--- config.mk ---
export PLATFORM = sky130hd
export DESIGN_NAME = spm_seq_ctrl
export DESIGN_NICKNAME = d
export VERILOG_FILES = /design/src/rtl/spm_seq_ctrl.sv
export SDC_FILE = /design/constraint.sdc
export NUM_CORES = 1
export LEC_CHECK = 0
export CAP_MARGIN = 20
export CORE_AREA = 2 2 127 129
export CTS_CLUSTER_SIZE = 40
export DETAILED_ROUTE_END_ITERATION = 8
export DIE_AREA = 0 0 129 131
export MAX_ROUTING_LAYER = met4
export PLACE_DENSITY_LB_ADDON = 0.1
export SLEW_MARGIN = 20
export SYNTH_ARGS = -nofsm -noshare
export SYNTH_HDL_FRONTEND = slang
export SYNTH_SLANG_ARGS = --single-unit
--- constraint.sdc ---
create_clock -name clk -period 1.8 [get_ports clk]
set_input_delay 0.54 -clock clk [delete_from_list [all_inputs] [get_ports clk]]
set_output_delay 0.54 -clock clk [all_outputs]
set_load 0.02 [all_outputs]
--- src/rtl/spm_seq_ctrl.sv ---
// Sequencer for the serial-parallel multiplier carry-save array.
// Streams the multiplier LSB-first and deserialises the serial product.
module spm_seq_ctrl #(
    parameter int WIDTH  = 32,
    parameter bit SIGNED = 1'b1,
    parameter int P_LAT  = 1
) (
    input  logic               clk,
    input  logic               rst,
    input  logic               start,
    input  logic [WIDTH-1:0]   mc,
    input  logic [WIDTH-1:0]   mp,
    output logic               ready,
    output logic               busy,
    output logic               done,
    output logic [2*WIDTH-1:0] prod,
    output logic [WIDTH-1:0]   spm_x,
    output logic               spm_y,
    output logic               spm_clr,
    input  logic               spm_p
);

    localparam int RUN_LEN = 2*WIDTH + P_LAT;
    localparam int CW = $clog2(RUN_LEN + 1);
    localparam logic [CW-1:0] LAST  = CW'(RUN_LEN - 1);
    localparam logic [CW-1:0] LAT   = CW'(P_LAT);
    localparam logic [CW-1:0] Y_END = CW'(2*WIDTH - 1);

    typedef enum logic [1:0] {
        S_IDLE,
        S_CLEAR,
        S_RUN,
        S_DONE
    } state_t;

    state_t           state;
    logic [CW-1:0]    cnt;
    logic [WIDTH-1:0] sr;
    logic             fill;
    logic [WIDTH-1:0] sr_next;

    // Upper half of the multiplier stream repeats the sign bit when signed.
    assign fill    = SIGNED ? sr[WIDTH-1] : 1'b0;
    assign sr_next = {fill, sr[WIDTH-1:1]};

    always_ff @(posedge clk) begin
        if (!rst) begin
            state   <= S_IDLE;
            cnt     <= '0;
            sr      <= '0;
            prod    <= '0;
            spm_x   <= '0;
            spm_y   <= 1'b0;
            spm_clr <= 1'b0;
            busy    <= 1'b0;
            done    <= 1'b0;
            ready   <= 1'b1;
        end else begin
            done <= 1'b0;
            unique case (state)
                S_IDLE, S_DONE: begin
                    if (start) begin
                        spm_x   <= mc;
                        sr      <= mp;
                        cnt     <= '0;
                        prod    <= '0;
                        spm_clr <= 1'b1;
                        busy    <= 1'b1;
                        ready   <= 1'b0;
                        state   <= S_CLEAR;
                    end else begin
                        state <= S_IDLE;
                    end
                end
                S_CLEAR: begin
                    spm_clr <= 1'b0;
                    spm_y   <= sr[0];
                    sr      <= sr_next;
                    cnt     <= '0;
                    state   <= S_RUN;
                end
                S_RUN: begin
                    if (cnt >= LAT)
                        prod <= {spm_p, prod[2*WIDTH-1:1]};
                    if (cnt == LAST) begin
                        spm_y <= 1'b0;
                        busy  <= 1'b0;
                        done  <= 1'b1;
                        ready <= 1'b1;
                        state <= S_DONE;
                    end else begin
                        cnt   <= cnt + 1'b1;
                        spm_y <= (cnt < Y_END) ? sr[0] : 1'b0;
                        sr    <= sr_next;
                    end
                end
                default: state <= S_IDLE;
            endcase
        end
    end

endmodule
**Run 1: signal wires by layer**

(3 px per um)
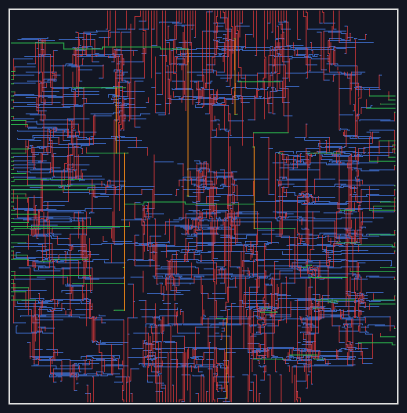
| colour | layer | wire length |
|---|---|---|
| blue | M1 | 6380 um |
| orange | M4 | 202 um |
| red | M2 | 6490 um |
| green | M3 | 735 um |
Total Routed Length: 13.8 mm
routed length per instance: 14.5 um

**Run 1: clock wiring as the flow saved it**

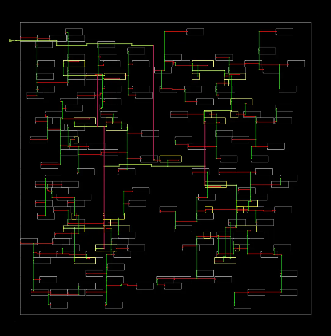
insertion delay of the later-clocked pin in the worst-skew pair: 0.41 ns
Clock Skew: 0.00893 ns
clock sink total: 142
Num CTS Buffers: 17
power consumed by the clock network: 3.23 mW

==> flow report, run 1 <==
===================================================================================
FF/Latch Area ........................................................ 0.00284 sq mm
Total Nets Final .....................................................          801
Combinational power share ............................................        0.308
Number of combinational gates with multiple inputs ...................          332
Via count of the first global-routing pass ...........................         4564
Num tapcells .........................................................          216
Basic Gates by Area ..................................................        0.114
Fraction of area in multi-input gates ................................        0.272
Portion of the post-synthesis area used by sequential elements .......        0.532
Longest Clk Path Bufs ................................................            2
Count of unresolved DRC violations after routing .....................            0
N_diodes .............................................................            0
Max Fclk .............................................................      582 MHz
Violation count after the first detailed-route iteration .............          250
GPL Wtd Cong .........................................................        0.764
Most area-consuming cells after synthesis ............................ sky130_fd_sc_hd__dfxtp_1, sky130_fd_sc_hd__a22o_1, sky130_fd_sc_hd__o221a_1
Post-detailed-placement half-perimeter wirelength ....................      9.20 mm
Area share, top type .................................................        0.532
Signal inverters .....................................................           37
Floorplan Core Area .................................................. 0.0156 sq mm
ANT nets after route .................................................            0
Number of failing hold endpoints at the final stage ..................            0
Outcome .............................................................. finished clean
Total vias in the final route ........................................         4698
Post-synth mux share .................................................      0.00187
Share of final layout cell area taken by clock buffers and inverters .       0.0689
Top cells by count, synth ............................................ sky130_fd_sc_hd__dfxtp_1, sky130_fd_sc_hd__nand2_1, sky130_fd_sc_hd__a22o_1
Ys cells .............................................................          558
Clock transition at the registers of the reported paths ..............      0.06 ns
Die boundary width ...................................................       129 um
Synth-to-Final Area Change ...........................................        47.2%
Number of non-clock buffers in the layout ............................          198
# hold bufs at CTS ...................................................            0
Chip height ..........................................................       131 um
Floorplan Utilization ................................................        0.342
===================================================================================
**Run 1: wires at chosen ports, followed through buffers**

(4 px per um)
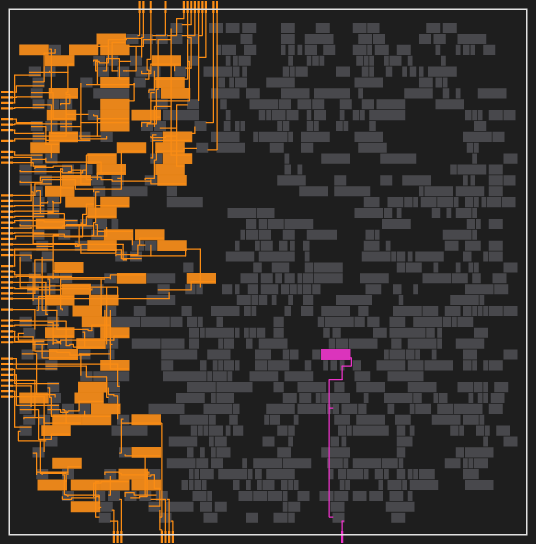
| colour | port | bits | direction | edge | end cells | buffers | wire |
|---|---|---|---|---|---|---|---|
| orange | prod | 64 | output | 44 west, 13 north, 7 south | 64 | 64 | 2480 um |
| magenta | ready | 1 | output | south | 1 | 1 | 51.0 um |
number of I/O pins: 169
input/output buffers: 168

[run 1: cells in the final DEF (no fill, tap or decap), types with 5 or more instances in the layout]
cell type and instances:
sky130_fd_sc_hd__dlygate4sd2_1 101, sky130_fd_sc_hd__o221a_1 28, sky130_fd_sc_hd__a22o_1 63, sky130_fd_sc_hd__o21ai_0 8, sky130_fd_sc_hd__buf_12 11, sky130_fd_sc_hd__nor2_1 40
sky130_fd_sc_hd__nand2_1 78, sky130_fd_sc_hd__a31oi_1 32, sky130_fd_sc_hd__nand4_1 5, sky130_fd_sc_hd__buf_4 17, sky130_fd_sc_hd__clkdlybuf4s50_1 67, sky130_fd_sc_hd__a21oi_1 36
sky130_fd_sc_hd__inv_1 36, sky130_fd_sc_hd__clkbuf_16 17, sky130_fd_sc_hd__nand3_1 7, sky130_fd_sc_hd__dfxtp_1 141
[run 1: critical path, stage by stage, from the launching register on]
cell and delay [ns]:
sky130_fd_sc_hd__dfxtp_2 0.35, sky130_fd_sc_hd__or4_4 0.56, sky130_fd_sc_hd__o21a_2 0.28, sky130_fd_sc_hd__buf_12 0.16
sky130_fd_sc_hd__o221a_2 0.26
[run 1: per-stage QoR]
| step | hold WS, ns | setup TNS (ns) | area [sq um] | setup slack, ns |
|---|---|---|---|---|
| finish | 0.448 | 0 | 7860 | 0.0815 |
| global route | 0.468 | 0 | 7860 | 0.00775 |
| CTS | 0.451 | -0.00866 | 7840 | -0.00866 |
| detailed placement | 0.446 | -27.17 | 7410 | -0.274 |
| global placement | 0.441 | -27.34 | 7410 | -0.270 |
| floorplan | 0.436 | 0 | 5370 | 0.00652 |
[run 1: kinds of logic (layout without fill, tap and decap cells)]
logic type / Yosys count / count (layout)
and+or+nand+nor: 144 / 144
AOI/OAI and AO/OA: 178 / 178
muxes: 1 / 1
DFF: 142 / 142
adders and majority gates: 5 / 5
xor gates and xnor gates: 4 / 4
buffers and inverters: 84 / 265
[run 1: power by group through the flow]
| stage | Clock, mW | Sequential, mW | Combinational (mW) |
|---|---|---|---|
| after detailed placement | 0 | 3.97 | 3.25 |
| after CTS | 3.34 | 3.90 | 3.13 |
| final | 3.23 | 3.90 | 3.17 |
| after global routing | 3.46 | 3.96 | 3.52 |
| after floorplan | 0 | 4.17 | 1.93 |
| after global placement | 0 | 3.95 | 3.21 |
[run 1: routing by layer]
metal  share of wire  global-route usage  vias to the layer above
li1                -                   -                     2337
met1            0.46               0.214                     2212
met2            0.47               0.262                      133
met3           0.053              0.0460                       16
met4           0.015              0.0691                        0
met5               0                   -                        -
[run 1: state kept, by name, indices dropped and copies added, names as in the netlist]
| signal | count |
|---|---|
| prod | 64 |
| spm_x | 32 |
| sr | 32 |
| cnt | 7 |
| state | 2 |
| busy | 1 |
| done | 1 |
| ready | 1 |
| spm_clr | 1 |
| spm_y | 1 |
[run 1: final timing paths]
kind | from | end | slack, ns | cells after the start
setup / recovery | cnt[2] | sr[0] | 0.08 | 4
hold / removal | spm_x[19] | spm_x[19] | 0.45 | 2
setup reg to reg | cnt[2] | sr[0] | 0.08 | 4
hold reg to reg | spm_x[19] | spm_x[19] | 0.45 | 2
## Run 2: what changed since run 1
CORE_AREA = 2 2 150 152   (was 2 2 127 129)
DIE_AREA = 0 0 152 154   (was 0 0 129 131)
**Run 2: clock wiring as the flow saved it**

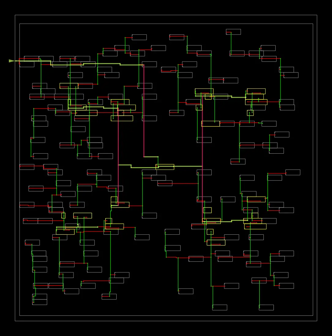
insertion delay of the later-clocked pin in the worst-skew pair: 0.42 ns
Clock Skew: 0.00830 ns
power consumed by the clock network: 3.80 mW
total number of sequential cells: 142
total of clock buffers placed in the layout: 18

==> run 2 against run 1 <==
Net effect:
- count of clock-buffer cells in the layout increased by 1
- highest routed layer unchanged
- critical path depth did not move
- largest cell class unchanged
- area after synthesis unchanged
- worst hold slack better by 0.0028 ns
- first-iteration DRC count down 31%
- fmax shrank 1.8%
==> flow report, run 2 <==
==================================================================================
Average cell area after synthesis ...................................   9.57 sq um
Pin count of the biggest net entering global routing ................           64
Synth-to-Final Area Change ..........................................        50.5%
Top cells by count, synth ........................................... sky130_fd_sc_hd__dfxtp_1, sky130_fd_sc_hd__nand2_1, sky130_fd_sc_hd__a22o_1
Die boundary width ..................................................       152 um
Number of core rows .................................................           54
Longest Clk Path Bufs ...............................................            2
FF/Latch Area ....................................................... 0.00284 sq mm
Total Nets Final ....................................................          803
Maximum capacitance violations ......................................            0
Leading cell type in the layout, fill and taps excluded ............. sky130_fd_sc_hd__dfxtp_1
Number of failing hold endpoints at the final stage .................            0
RSZ-0062 raised after global routing ................................        false
TNS Setup ...........................................................         0 ns
Portion of the post-synthesis area used by sequential elements ......        0.532
Crit. End Element ...................................................    flip-flop
Most area-consuming cells after synthesis ........................... sky130_fd_sc_hd__dfxtp_1, sky130_fd_sc_hd__a22o_1, sky130_fd_sc_hd__o221a_1
Violation count after the first detailed-route iteration ............          173
Floorplan Utilization ...............................................        0.246
Area share, top type ................................................        0.532
Count of unresolved DRC violations after routing ....................            0
Biggest registers after layout ...................................... prod: 64 flops, spm_x: 32 flops, sr: 32 flops
Total Routed Length .................................................      15.5 mm
Worst Setup Slack post-DPL ..........................................    -0.303 ns
Setup slack of the critical path after layout .......................    0.0494 ns
Post-detailed-placement half-perimeter wirelength ...................      9.89 mm
ANT nets after route ................................................            0
Flip-flop count of the largest register, all copies and words added .           64
N_diodes ............................................................            0
CP required .........................................................      2.10 ns
Ys cells ............................................................          558
Slew @ Worst Pin ....................................................     0.314 ns
Outcome ............................................................. finished clean
Chip height .........................................................       154 um
Largest register by flop count ......................................         prod
Via count of the first global-routing pass ..........................         4806
Input/output buffers ................................................          168
Total vias in the final route .......................................         4715
Max Fclk ............................................................      571 MHz
H-Tree Depth ........................................................            4
Num CTS Buffers .....................................................           17
Clock sink total ....................................................          142
Routed length per instance ..........................................      15.1 um
Number of I/O pins ..................................................          169
Floorplan Core Area ................................................. 0.0217 sq mm
Most instantiated logic cells after routing ......................... sky130_fd_sc_hd__dfxtp_1, sky130_fd_sc_hd__dlygate4sd2_1, sky130_fd_sc_hd__nand2_1, sky130_fd_sc_hd__clkdlybuf4s50_1, sky130_fd_sc_hd__a22o_1
Clock transition at the registers of the reported paths .............      0.06 ns
GPL Wtd Cong ........................................................        0.811
# hold bufs at CTS ..................................................            0
Hold WS .............................................................     0.451 ns
==================================================================================
[run 2: netlist changes by cell type in the layout (fill, tap and decap cells not counted), moves of 3 or more]
cell	before	now
sky130_fd_sc_hd__buf_4	17	21
sky130_fd_sc_hd__clkinv_4	2	5
sky130_fd_sc_hd__bufinv_16	1	4
sky130_fd_sc_hd__clkinv_2	4	1
sky130_fd_sc_hd__buf_12	11	7
sky130_fd_sc_hd__clkinvlp_4	3	0
[run 2: through the flow]
stage / cells / utilization / area [sq um]
floorplan: 558 / - / 5370
global placement: 990 / 0.344 / 7450
detailed placement: 990 / 0.344 / 7450
CTS: 1022 / 0.368 / 7980
global route: 1023 / 0.371 / 8040
finish: 1023 / 0.371 / 8040
[run 2: final cells by class]
cell class	count	share of cell area
Clock inverter	14	0.0257
Tap cell	280	0.0436
Timing Repair Buffer	200	0.238
Multi-Input combinational cell	332	0.268
Clock buffer	18	0.0534
Sequential cell	142	0.354
Inverter	37	0.0173
[run 2: kinds of logic after synthesis]
family / synth area share
AND-OR/OR-AND: 0.258
AND/OR/NAND/NOR: 0.114
flip-flops: 0.532
buffers and inverters: 0.0750
adder cells (fa/ha/maj): 0.0117
XOR/XNOR: 0.00656
multiplexers: 0.00187
[run 2: worst paths after layout]
check / startpoint / to / slack (ns) / depth (start not counted)
worst max-delay path: cnt[2] / sr[30] / 0.05 / 4
worst min-delay path: spm_x[10] / spm_x[10] / 0.45 / 2
worst max register to register: cnt[2] / sr[30] / 0.05 / 4
worst min register to register: spm_x[10] / spm_x[10] / 0.45 / 2
[run 2: critical path, stage by stage (launching register included)]
cell,delay (ns)
sky130_fd_sc_hd__dfxtp_1,0.36
sky130_fd_sc_hd__or4_4,0.57
sky130_fd_sc_hd__o21a_2,0.26
sky130_fd_sc_hd__buf_12,0.17
sky130_fd_sc_hd__o221a_2,0.27
[run 2: power breakdown]
| part | total (mW) | leakage, nW | switching, mW | internal [mW] |
|---|---|---|---|---|
| clock network | 3.80 | 0.311 | 1.45 | 2.35 |
| logic | 3.20 | 2.13 | 1.82 | 1.38 |
| registers | 3.89 | 1.16 | 0.253 | 3.64 |
[run 2: routing by layer]
metal  vias up  routed length, um  GRT usage
met4         0                329     0.0583
met5         -                  0          -
met1      2243               7070      0.160
met3        19                979     0.0459
met2       113               7100      0.204
li1       2340                  -          -
[run 2: what timing repair did]
action                                  4_1_cts  5_1_grt
cloned                                        0        1
endpoints found under the setup margin      198      126
pin swaps                                     0        1
gates resized                               105        9
Power and IR drop assume default switching activity.
